run_1/layer_met3.png
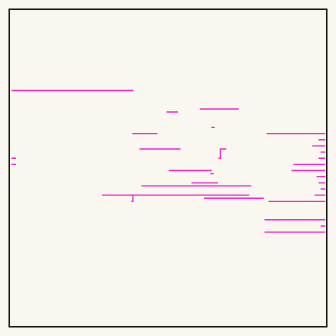
run_1/clk_routes.png
The bar under the picture is 20 um long.
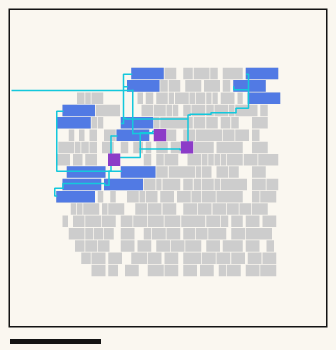
run_1/placement.png
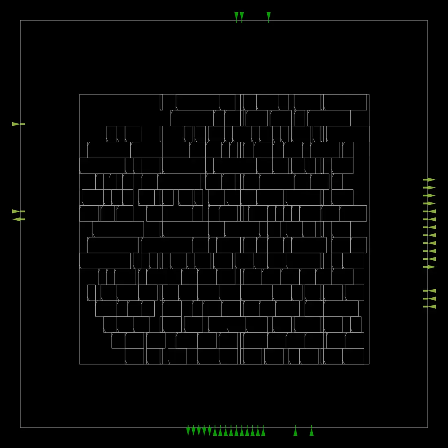
--- src/rtl/muldiv_scoreboard.sv ---
// muldiv_scoreboard: sequences the multi-cycle MUL/DIV unit beside EX,
// tracks its single outstanding op, raises stalls, arbitrates RF write.
//
// Ports:
//   clk, rst_n          clock, synchronous active-low reset
//   longopD, rs1D, rs2D,
//   rdD, writesregD     instruction currently in D
//   longopE, isdivE,
//   rdE                 mul/div issuing from E this cycle
//   writesregW          pipeline W stage owns the RF write port
//   md_start            one-cycle start pulse to the MUL/DIV unit
//   md_busy             a long op is outstanding
//   wb_grant, wb_rd     long-op result writes the RF this cycle
//   stallF_md,
//   stallD_md,
//   flushE_md           front-end freeze / E bubble (all equal)

module muldiv_scoreboard #(
   parameter int MUL_LAT  = 3,
   parameter int DIV_LAT  = 16,
   parameter int WAIT_MAX = 2
) (
   input  logic       clk,
   input  logic       rst_n,
   input  logic       longopD,
   input  logic [4:0] rs1D,
   input  logic [4:0] rs2D,
   input  logic [4:0] rdD,
   input  logic       writesregD,
   input  logic       longopE,
   input  logic       isdivE,
   input  logic [4:0] rdE,
   input  logic       writesregW,
   output logic       md_start,
   output logic       md_busy,
   output logic       wb_grant,
   output logic [4:0] wb_rd,
   output logic       stallF_md,
   output logic       stallD_md,
   output logic       flushE_md
);

   localparam int MAX_LAT =
      (MUL_LAT > DIV_LAT) ? MUL_LAT : DIV_LAT;
   localparam int CW =
      (MAX_LAT > 1) ? $clog2(MAX_LAT) : 1;
   localparam int WW =
      (WAIT_MAX > 0) ? $clog2(WAIT_MAX + 1) : 1;

   localparam logic [CW-1:0] MUL_INIT = CW'(MUL_LAT - 1);
   localparam logic [CW-1:0] DIV_INIT = CW'(DIV_LAT - 1);
   localparam logic [WW-1:0] WAIT_TOP = WW'(WAIT_MAX);

   localparam logic [1:0] IDLE   = 2'd0;
   localparam logic [1:0] BUSY   = 2'd1;
   localparam logic [1:0] WBWAIT = 2'd2;

   logic [1:0]    state;
   logic [4:0]    pendRd;
   logic [CW-1:0] cnt;
   logic [WW-1:0] waitCnt;

   logic active;
   logic inWb;
   logic structHaz;
   logic rawPend;
   logic rawIssue;
   logic wawHaz;
   logic starve;
   logic stall;

   assign active   = (state != IDLE);
   assign inWb     = (state == WBWAIT);
   assign md_busy  = active;
   assign wb_grant = inWb && !writesregW;
   assign wb_rd    = inWb ? pendRd : 5'd0;

   always_ff @(posedge clk) begin
      if (!rst_n) begin
         state    <= IDLE;
         pendRd   <= '0;
         cnt      <= '0;
         waitCnt  <= '0;
         md_start <= 1'b0;
      end else begin
         md_start <= 1'b0;
         unique case (state)
            IDLE: begin
               if (longopE) begin
                  pendRd   <= rdE;
                  cnt      <= isdivE ? DIV_INIT
                                     : MUL_INIT;
                  state    <= BUSY;
                  md_start <= 1'b1;
               end
            end
            BUSY: begin
               if (cnt == '0) begin
                  // an x0 result has nowhere to go
                  state <= (pendRd != 5'd0) ? WBWAIT
                                            : IDLE;
               end else begin
                  cnt <= cnt - 1'b1;
               end
            end
            WBWAIT: begin
               if (wb_grant) begin
                  state   <= IDLE;
                  waitCnt <= '0;
               end else if (waitCnt != WAIT_TOP) begin
                  waitCnt <= waitCnt + 1'b1;
               end
            end
            default: state <= IDLE;
         endcase
      end
   end

   assign structHaz = longopD && (active || longopE);

   assign rawPend = active && (pendRd != 5'd0) &&
                    ((rs1D == pendRd) ||
                     (rs2D == pendRd));

   assign rawIssue = longopE && (rdE != 5'd0) &&
                     ((rs1D == rdE) || (rs2D == rdE));

   assign wawHaz = writesregD && (rdD != 5'd0) &&
                   ((active && (rdD == pendRd)) ||
                    (longopE && (rdD == rdE)));

   // the finished result has been refused too long:
   // freeze the front end so W frees the port
   assign starve = inWb && (waitCnt == WAIT_TOP);

   // held low in reset so every output reads 0
   assign stall = rst_n &&
                  (structHaz || rawPend || rawIssue ||
                   wawHaz || starve);

   assign stallF_md = stall;
   assign stallD_md = stall;
   assign flushE_md = stall;

endmodule
--- config.mk ---
export PLATFORM = sky130hd
export DESIGN_NAME = muldiv_scoreboard
export DESIGN_NICKNAME = d
export VERILOG_FILES = /design/src/rtl/muldiv_scoreboard.sv
export SDC_FILE = /design/constraint.sdc
export NUM_CORES = 1
export LEC_CHECK = 0
export CORE_MARGIN = 10
export CORE_UTILIZATION = 45
export CTS_CLUSTER_SIZE = 24
export DETAILED_ROUTE_END_ITERATION = 6
export PLACE_DENSITY = 0.77
export SETUP_SLACK_MARGIN = 0.02
export SYNTH_ARGS = -nofsm -noshare
export SYNTH_HDL_FRONTEND = slang
export SYNTH_SLANG_ARGS = --single-unit
--- constraint.sdc ---
create_clock -name clk -period 2.1 [get_ports clk]
set_clock_uncertainty 0.2 [all_clocks]
set_input_delay 0.21 -clock clk [delete_from_list [all_inputs] [get_ports clk]]
set_output_delay 0.21 -clock clk [all_outputs]
set_load 0.01 [all_outputs]
==> results_slide.txt, run 1 <==
Run Summary

Synthesis
  • Main logic family after synthesis: simple AND/OR/NAND/NOR gates
  • MUX area fraction: 0.0448
  • AO/OA Area Share: 0.122
  • Netlist Area Pre-Place: 1120 sq um
  • Adder Area Share: 0.0224
  • Simple-gate area share of the yosys netlist: 0.257
  • Cell total in the yosys stat output: 145
  • Cell variety after synth: 33

Clock network
  • CTS buffer count: 3
  • Post-CTS Setup Repair Bufs: 1
  • Clk slew on worst S/H paths: 0.08 ns
  • Hold buffers post-CTS: 0
  • CTS root buffer: clkbuf_4
  • CTS H-tree lvls: 1
  • CTS tree: built

Drt
  • Number of DRC markers in iteration 0: 101
  • DR pass1 iterations: 4
  • Met3 WL post-DR: 218 um
  • Met1 WL: 1790 um
  • DR WL/cell: 16.8 um
  • DRC Markers: 0

Setup path
  • Worst path cell trace: xnor2_1, nand3_1, nor3_2, o211ai_1, a31oi_2, buf_2
  • Max incr delay on CP: 0.38 ns
  • R2r setup slk: 0.20 ns
  • Worst Path Max Fanout: 4
  • Worst Setup EP: stallD_md
  • CP Class: reg2out
  • Startpoint types: register
  • R2R Path End: cnt[2]
  • WP data required: 1.69 ns

Pwr
  • Net switching power: 0.301 mW
  • Leakage power: 0.801 nW
  • Biggest consumer: combinational cells
  • Sequential cell power: 0.321 mW
  • Design Power: 0.894 mW
  • Combinational share of power: 0.426
  • Reg power frac: 0.359
  • Comb pwr: 0.381 mW
  • Max IR drop VDD: 0.000396 V
  • P_int: 0.593 mW

Floorplanning
  • Num ports: 38
  • Tapcells: 28
  • Chip area: 4870 sq um
  • Die height: 69.8 um
  • Fp util: 0.486

GRT
  • Largest net degree at the start of global routing: 13
  • Initial antenna violation count: 0
  • Vias in the first global route: 1322
  • Overflow after GRT: 0
  • Tot GR Track Use: 0.154
  • GRT met2 Usage: 0.266
  • Global Route met3 Usage: 0.0414

Finish
  • Register area: 298 sq um
  • Inverters: 6
  • Logic Gate Count: 115
  • Buffers excl. clock: 65
  • Buffer share of cell area: 0.307
  • Layout clock area frac: 0.0202
  • Final nets: 234
  • Dominant logic cell types in the final layout: 25 x buf_4, 23 x dlygate4sd2_1, 17 x xnor2_1, 14 x nor2_1, 11 x nand2_1
  • Comb/total area: 0.475
  • Top cell category: combinational gates
  • Inserted Diodes: 0
  • Share of cells above drive strength 1: 0.284

Final timing
  • Fin. Hold Viols: 0
  • Final Slew Violations: 0
  • Hold_ws: 0.300 ns
  • Max_slew headroom: 0.670
  • Setup violations, final: 0
  • Unrepaired setup endpoints after global routing: yes
  • Worst-margin pin slew: 0.495 ns

Place
  • Final Wtd Congestion: 0.941
  • Number of port buffers: 37
  • HPWL Detailed: 3050 um

Status
  • Status: completed

Hold path
  • HP Class: in2reg

Job
  • Tool warnings: 28
About layer_met3.png:
- nets with wire on the layer: 28
- share of all routed wire: 5.6%

About clk_routes.png:
- purple: clock drivers (count 3)
- cyan: clock wires (length 187 um)
- blue: flip-flops (count 14)
- routed clock nets: 4
clock power share: 0.214
later-pin clock latency in the skew report: 0.28 ns
Power Clock: 0.192 mW

About placement.png:
Fill cells: 164
non-filler cells in the finished layout: 232
flip-flops: 14
core footprint: 2300 sq um
placement row count: 17

run 1: worst min-delay path by stage:
stage | endpoint | depth (start not counted) | slack [ns] | startpoint
after floorplan | cnt[0] | 2 | 0.13 | rst_n
after global placement | waitCnt[1] | 2 | 0.27 | waitCnt[1]
after detailed placement | cnt[0] | 2 | 0.29 | cnt[0]
after CTS | pendRd[1] | 3 | 0.30 | rdE[1]
after global routing | pendRd[1] | 3 | 0.32 | rdE[1]
final | pendRd[1] | 3 | 0.30 | rdE[1]
run 1: worst max-delay path: cells and delay by family (launching register included):
family                 cells  cell delay [ns]
AND-OR/OR-AND              2             0.37
AND/OR/NAND/NOR            2             0.32
XOR/XNOR                   1             0.17
flip-flops                 1             0.38
buffers and inverters      1             0.18
run 1: synthesized netlist by cell type, drive strengths merged:
cell,instances,area [sq um]
buf,8,45.0
nor3,8,40.0
dfxtp,14,280
o32ai,1,8.76
nor2b,3,18.8
inv,6,22.5
and2,6,37.5
or4,1,7.51
nand3,6,30.0
xor2,9,78.8
a311oi,1,8.76
xnor2,21,184
nand2,11,41.3
ha,2,25.0
nor2,15,58.8
o21ai,5,25.0
a211oi,1,20.0
or3,1,6.26
mux2i,5,50.1
nand4,2,12.5
a31oi,2,12.5
a21boi,1,7.51
o31ai,1,7.51
nand2b,2,12.5
nor3b,1,7.51
o211ai,1,7.51
o221ai,1,8.76
a21oi,6,30.0
and3,1,6.26
and2b,1,7.51
clkbuf,2,7.51
run 1: registers in the layout (all words and copies together), names as in the netlist:
register	flops
cnt	4
waitCnt	2
state	2
md_start	1
pendRd	5
run 1: through the flow:
stage	cell area, sq um	std cells	worst slack [ns]
floorplan	1120	145	0.146
global placement	1680	228	-0.503
finish	1790	232	0.0127
CTS	1750	232	0.00208
global route	1790	232	-0.104
detailed placement	1680	228	-0.618
==> inputs of run 2 (changes only) <==
- GPL_TIMING_DRIVEN: unset -> 0
- SETUP_SLACK_MARGIN: 0.02 -> 0.5
==> run 2 against run 1 <==
Net effect:
- the run now ends with setup timing left
- global-route usage shrank 0.95 points
- die area is the same
- sequential cell count is the same
==> results_slide.txt, run 2 <==
Run Summary

Setup path
  • Max incr delay on CP: 0.33 ns
  • CP Class: reg2out
  • Worst path slowest cell: dfxtp_2
  • Startpoint types: register
  • Worst Path Max Fanout: 4
  • Buf/Inv on CP: 3
  • Delay-heaviest family, CP: AND-OR/OR-AND gates
  • Worst path cell trace: buf_6, xnor2_4, nand4_1, o32ai_2, a31oi_1, a31oi_2, buf_4, buf_6
  • Cell depth of the worst setup path: 8
  • WP data required: 1.69 ns

Final timing
  • Setup violations, final: 3
  • Worst-margin pin slew: 0.551 ns
  • Final Cycle Share: 1.06
  • Max_slew headroom: 0.629
  • Final Slew Violations: 0
  • FMAX: 448 MHz
  • Post-route minimum period: 2.23 ns
  • Setup TNS: -0.329 ns
  • Unrepaired setup endpoints after global routing: yes
  • Fin. Hold Viols: 0
  • Final setup margin: -0.131 ns
  • Hold_ws: 0.217 ns

GRT
  • Largest net degree at the start of global routing: 11
  • Tot GR Track Use: 0.145
  • Vias in the first global route: 1191
  • First-pass GRT wire length: 5930 um
  • Global Route met3 Usage: 0.0328
  • GRT met2 Usage: 0.237
  • Grt peak-use layer: met2
  • Initial antenna violation count: 0
  • Overflow after GRT: 0

Clock network
  • CTS max path bufs: 2
  • Later-pin clock latency in the skew report: 0.29 ns
  • Clk slew on worst S/H paths: 0.08 ns
  • CTS buffer count: 3
  • CTS root buffer: clkbuf_4
  • CTS tree: built
  • CTS H-tree lvls: 1
  • Hold buffers post-CTS: 0
  • CTS Sinks: 14

Floorplanning
  • Num ports: 38
  • Placement row count: 17
  • Chip area: 4870 sq um
  • Core footprint: 2300 sq um
  • Fp util: 0.486
  • Die Wd: 69.8 um
  • Die height: 69.8 um

Pwr
  • Net switching power: 0.354 mW
  • P_int: 0.661 mW
  • Reg power frac: 0.313
  • Design Power: 1.01 mW
  • Clock power share: 0.193
  • Combinational share of power: 0.494
  • Leakage power: 0.814 nW
  • Max IR drop VDD: 0.000488 V

Synthesis
  • Dominant flop cell: dfxtp_1
  • Simple-gate area share of the yosys netlist: 0.257
  • Synth top area share: 0.251
  • Adder Area Share: 0.0224
  • Cell total in the yosys stat output: 145
  • Asr flop ratio synth: 0
  • Top cells by count, synth: 21 x xnor2_1, 14 x dfxtp_1, 14 x nor2_1
  • Count leader, synth: xnor2_1
  • Synth Warn #: 0
  • Main logic family after synthesis: simple AND/OR/NAND/NOR gates
  • Cell variety after synth: 33
  • Top cells, area: dfxtp_1 25%, xnor2_1 16%, xor2_1 7.1%
  • Area leader, netlist: dfxtp_1
  • MUX area fraction: 0.0448
  • Post-synth EDFFs: 0
  • Post-synth seq share: 0.251
  • Netlist Area Pre-Place: 1120 sq um
  • AO/OA Area Share: 0.122

Drt
  • DR pass1 iterations: 4
  • DR WL/cell: 18.1 um
  • Drt total wl: 4210 um
  • Number of DRC markers in iteration 0: 75
  • Met2 WL: 2070 um
  • Met3 WL post-DR: 245 um
  • Max Used Layer: met4
  • Met1 WL: 1790 um
  • DRC Markers: 0

Finish
  • Fill cells: 129
  • Top reg by flops: pendRd
  • Non-filler cells in the finished layout: 232
  • Largest registers: pendRd x5, cnt x4
  • Share of cells above drive strength 1: 0.407
  • Final nets: 234
  • Max reg flops: 5
  • Dominant logic cell types in the final layout: 18 x buf_6, 18 x clkdlybuf4s50_1, 17 x xnor2_1, 14 x buf_4, 12 x nor2_1
  • Inserted Diodes: 0

Place
  • Cells after DPL: 209
  • Pre-CTS WS: -0.673 ns
  • Final Wtd Congestion: 0.819
  • HPWL Detailed: 2650 um
  • Number of port buffers: 36

Status
  • Failing checks: setup timing
  • Status: finished, violations left

Job
  • Tool warnings: 29

Hold path
  • HP Class: in2reg
  • Min-Delay Path Depth: 3
run 2: cell types whose count changed in the layout (fill, tap and decap cells not counted), moves of 3 or more:
cell             delta
nand2_1             -3
clkdlybuf4s50_1     +8
buf_6              +15
and2_1              -4
and2_4              +4
a21oi_1             -3
buf_4              -11
a21oi_2             +3
inv_1               -3
inv_2               +3
dfxtp_2             +3
dlygate4sd2_1      -16
run 2: area by class of cell:
| cell class | instances | area, sq um | area share |
|---|---|---|---|
| inverter | 6 | 22.5 | 0.0117 |
| tap | 28 | 35.0 | 0.0182 |
| clock buffer | 4 | 36.3 | 0.0188 |
| multi-input combinational | 115 | 940 | 0.487 |
| sequential | 14 | 294 | 0.152 |
| buffer | 10 | 77.6 | 0.0402 |
| timing repair buffer | 55 | 524 | 0.272 |
run 2: timing repair:
action                     in CTS  in global routing
pin swaps                      11                 14
buffers inserted               12                  7
gates resized                  44                 54
cloned                          0                  0
setup endpoints to repair      16                 20
run 2: power groups by stage:
stage	sequential, mW	combinational (mW)	clock (mW)
2_1_floorplan	0.318	0.226	0
3_3_place_gp	0.321	0.343	0
3_5_place_dp	0.323	0.352	0
4_1_cts	0.317	0.421	0.199
5_1_grt	0.320	0.536	0.214
6_report	0.317	0.501	0.196
run 2: path summary, 6_finish.rpt:
| path | startpoint | to | slack, ns |
|---|---|---|---|
| worst min-delay path | rdE[0] | pendRd[0] | 0.22 |
| worst max register to register | cnt[0] | cnt[3] | 0.38 |
| worst max-delay path | pendRd[2] | stallD_md | -0.13 |
| worst min register to register | waitCnt[0] | waitCnt[0] | 0.33 |
run 2: through the flow:
stage	area, sq um	util
after floorplan	1190	-
after global placement	1580	0.690
after detailed placement	1580	0.690
after CTS	1740	0.759
after global routing	1930	0.840
final	1930	0.840
run_2/io_placement.png
Pins as bars across the die edge, other pins in gray.
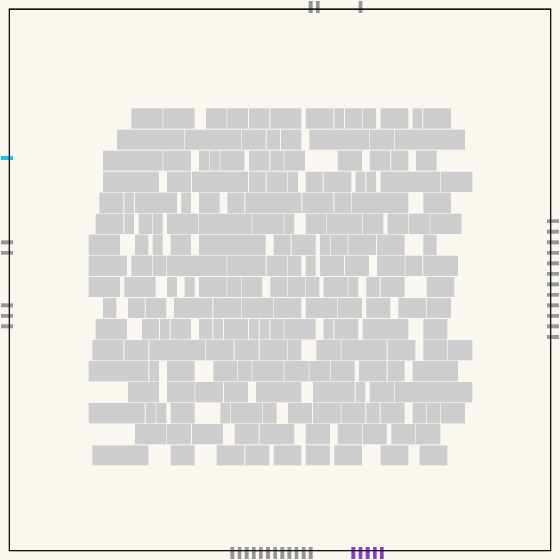
- purple: rs2D (pins 5; direction input; edge bottom)
- cyan: clk (pins 1; direction input; edge left)

run_2/placement.png
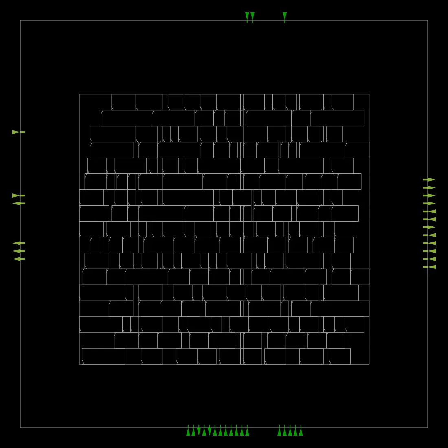
final core utilization: 0.840
Tapcells: 28

==> inputs of run 3 (changes only) <==
- SLEW_MARGIN: unset -> 20
==> run 3 against run 2 <==
Net effect:
- the flow still finishes with violations (setup timing)
- via count unchanged
- first-iteration DRC count unchanged
- critical path depth unchanged
- worst hold slack unchanged
- clock power about the same
- synthesized cell count unchanged
- critical path type unchanged
- largest cell class unchanged
- highest routed layer unchanged
==> results_slide.txt, run 3 <==
Run Summary

Synthesis
  • Post-Syn Instances: 145
  • Post-synth regs: 14
  • Count leader, synth: xnor2_1
  • Yosys chip area: 1120 sq um
  • Post-synth seq share: 0.251
  • Top cells, area: dfxtp_1 25%, xnor2_1 16%, xor2_1 7.1%
  • Synth Warn #: 0
  • Cell variety after synth: 33
  • Cell total in the yosys stat output: 145
  • Area leader, netlist: dfxtp_1
  • Floorplan net count: 174
  • Post-synth EDFFs: 0
  • Top cells by count, synth: 21 x xnor2_1, 14 x dfxtp_1, 14 x nor2_1
  • Post-Syn Area per Cell: 7.70 sq um
  • Asr flop ratio synth: 0
  • Netlist Area Pre-Place: 1120 sq um
  • Dominant flop cell: dfxtp_1
  • Synth top area share: 0.251

Floorplanning
  • Core footprint: 2300 sq um
  • Num ports: 38
  • Chip area: 4870 sq um
  • Die Wd: 69.8 um
  • Fp util: 0.486
  • Die height: 69.8 um
  • Placement row count: 17

GRT
  • Largest net degree at the start of global routing: 11
  • Tot GR Track Use: 0.145
  • Vias in the first global route: 1191
  • Overflow after GRT: 0
  • First-pass GRT wire length: 5930 um
  • Initial antenna violation count: 0

Drt
  • Number of DRC markers in iteration 0: 75
  • Final ANT Viol Nets: 0
  • Vias per inst: 5.52
  • DRC Markers: 0
  • DR WL/cell: 18.1 um
  • DR pass1 iterations: 4
  • Drt total wl: 4210 um
  • DR vias: 1280

Finish
  • Max reg flops: 5
  • Register area: 294 sq um
  • Final core utilization: 0.840
  • Share of cells above drive strength 1: 0.407
  • Synthesis-to-finish area growth: 72.9%
  • Dominant logic cell types in the final layout: 18 x buf_6, 18 x clkdlybuf4s50_1, 17 x xnor2_1, 14 x buf_4, 12 x nor2_1
  • Finished Cell Area: 1930 sq um
  • Largest registers: pendRd x5, cnt x4
  • Inserted Diodes: 0
  • Non-filler cells in the finished layout: 232
  • Final nets: 234
  • Logic cell area: 940 sq um
  • Top reg by flops: pendRd

Pwr
  • Max IR drop VDD: 0.000488 V
  • Design Power: 1.01 mW
  • Leakage power: 0.814 nW
  • Power Dens Cells: 526 nW/um^2

Final timing
  • Final Slew Violations: 0
  • Unrepaired setup endpoints after global routing: yes
  • Worst-margin pin slew: 0.551 ns
  • Hold_ws: 0.217 ns
  • Fin. Hold Viols: 0
  • Max_slew headroom: 0.629
  • Final setup margin: -0.131 ns
  • FMAX: 448 MHz
  • Setup TNS: -0.329 ns
  • Post-route minimum period: 2.23 ns
  • Final Cycle Share: 1.06
  • Setup violations, final: 3

Clock network
  • CTS buffer count: 3
  • Hold buffers post-CTS: 0
  • CTS H-tree lvls: 1
  • CTS tree: built
  • Later-pin clock latency in the skew report: 0.29 ns
  • CTS max path bufs: 2
  • CTS root buffer: clkbuf_4
  • CTS Sinks: 14
  • Clk slew on worst S/H paths: 0.08 ns
  • Post-CTS Setup Repair Bufs: 12
  • Post-CTS sizing: 44

Setup path
  • CP endpoint kind: primary output
  • Startpoint types: register
  • CP Class: reg2out
  • Worst Path Max Fanout: 4
  • Crit path DAT: 1.82 ns
  • WP data required: 1.69 ns

Hold path
  • HP Class: in2reg

Place
  • Cells after DPL: 209
  • Final Wtd Congestion: 0.819
  • HPWL Detailed: 2650 um
  • Placed instance area: 1580 sq um
  • Number of port buffers: 36
  • Pre-CTS WS: -0.673 ns

Job
  • Tool warnings: 29
  • Max Cap Viol: 0

Status
  • Failing checks: setup timing
  • Status: finished, violations left
==> run 3: final cells by class <==
| cell class | count | area share |
|---|---|---|
| multi-input cells | 115 | 0.487 |
| repair buffers | 55 | 0.272 |
| flip-flops and latches | 14 | 0.152 |
| plain buffers | 10 | 0.0402 |
| clock buffers | 4 | 0.0188 |
| well taps | 28 | 0.0182 |
| inverters | 6 | 0.0117 |
==> run 3: routing by layer <==
metal	up-vias	part of all wire	track usage
li1	601	-	-
met2	57	0.49	0.237
met5	-	0	0
met1	610	0.43	0.183
met3	12	0.058	0.0328
met4	0	0.024	0.0413
==> run 3: critical path, stage by stage, from the launching register on <==
cell and delay [ns]:
dfxtp_2 0.33, buf_6 0.13, xnor2_4 0.12, nand4_1 0.13, o32ai_2 0.23, a31oi_1 0.13
a31oi_2 0.22, buf_4 0.14, buf_6 0.09
==> run 3: power breakdown <==
group / internal, mW / switching (mW) / leakage, nW / total [mW]
sequential: 0.293 / 0.0240 / 0.118 / 0.317
clock: 0.106 / 0.0903 / 0.0210 / 0.196
combinational: 0.262 / 0.239 / 0.675 / 0.501
==> run 3: worst paths after layout <==
path / from / endpoint / slack, ns / cells past startpoint
setup / recovery: pendRd[2] / stallD_md / -0.13 / 8
setup reg to reg: cnt[0] / cnt[3] / 0.38 / 8
hold reg to reg: waitCnt[0] / waitCnt[0] / 0.33 / 2
hold / removal: rdE[0] / pendRd[0] / 0.22 / 3
==> run 3: kinds of logic after synthesis <==
kind of cell / after synthesis / share of synthesized area
mux: 5 / 0.0448
xor+xnor: 30 / 0.235
fa+ha+maj: 2 / 0.0224
simple gates: 58 / 0.257
flops: 14 / 0.251
buf+inv: 16 / 0.0673
compound gates: 20 / 0.122
run_3/cell_density.png
The die is cut into 7 by 7 equal tiles; white is low, dark blue is high, 0 to 100% covered.
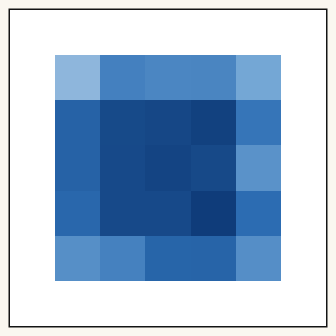
- fullest tile: 95%
- mean over tiles: 39%
- nearly empty tiles: 49%
- tiles over 75% full: 31%
- densest ninth of the die: center

run_3/placement.png
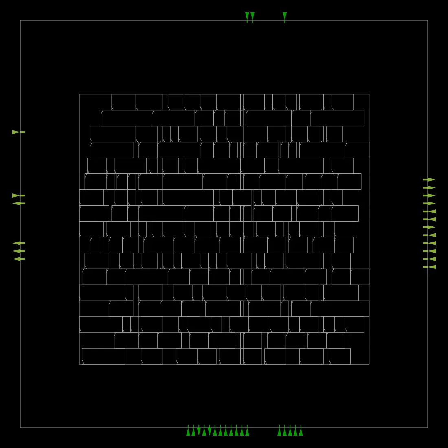
fraction of area in registers: 0.152
Fill cells: 129

Power is estimated from default activity; no workload was simulated.
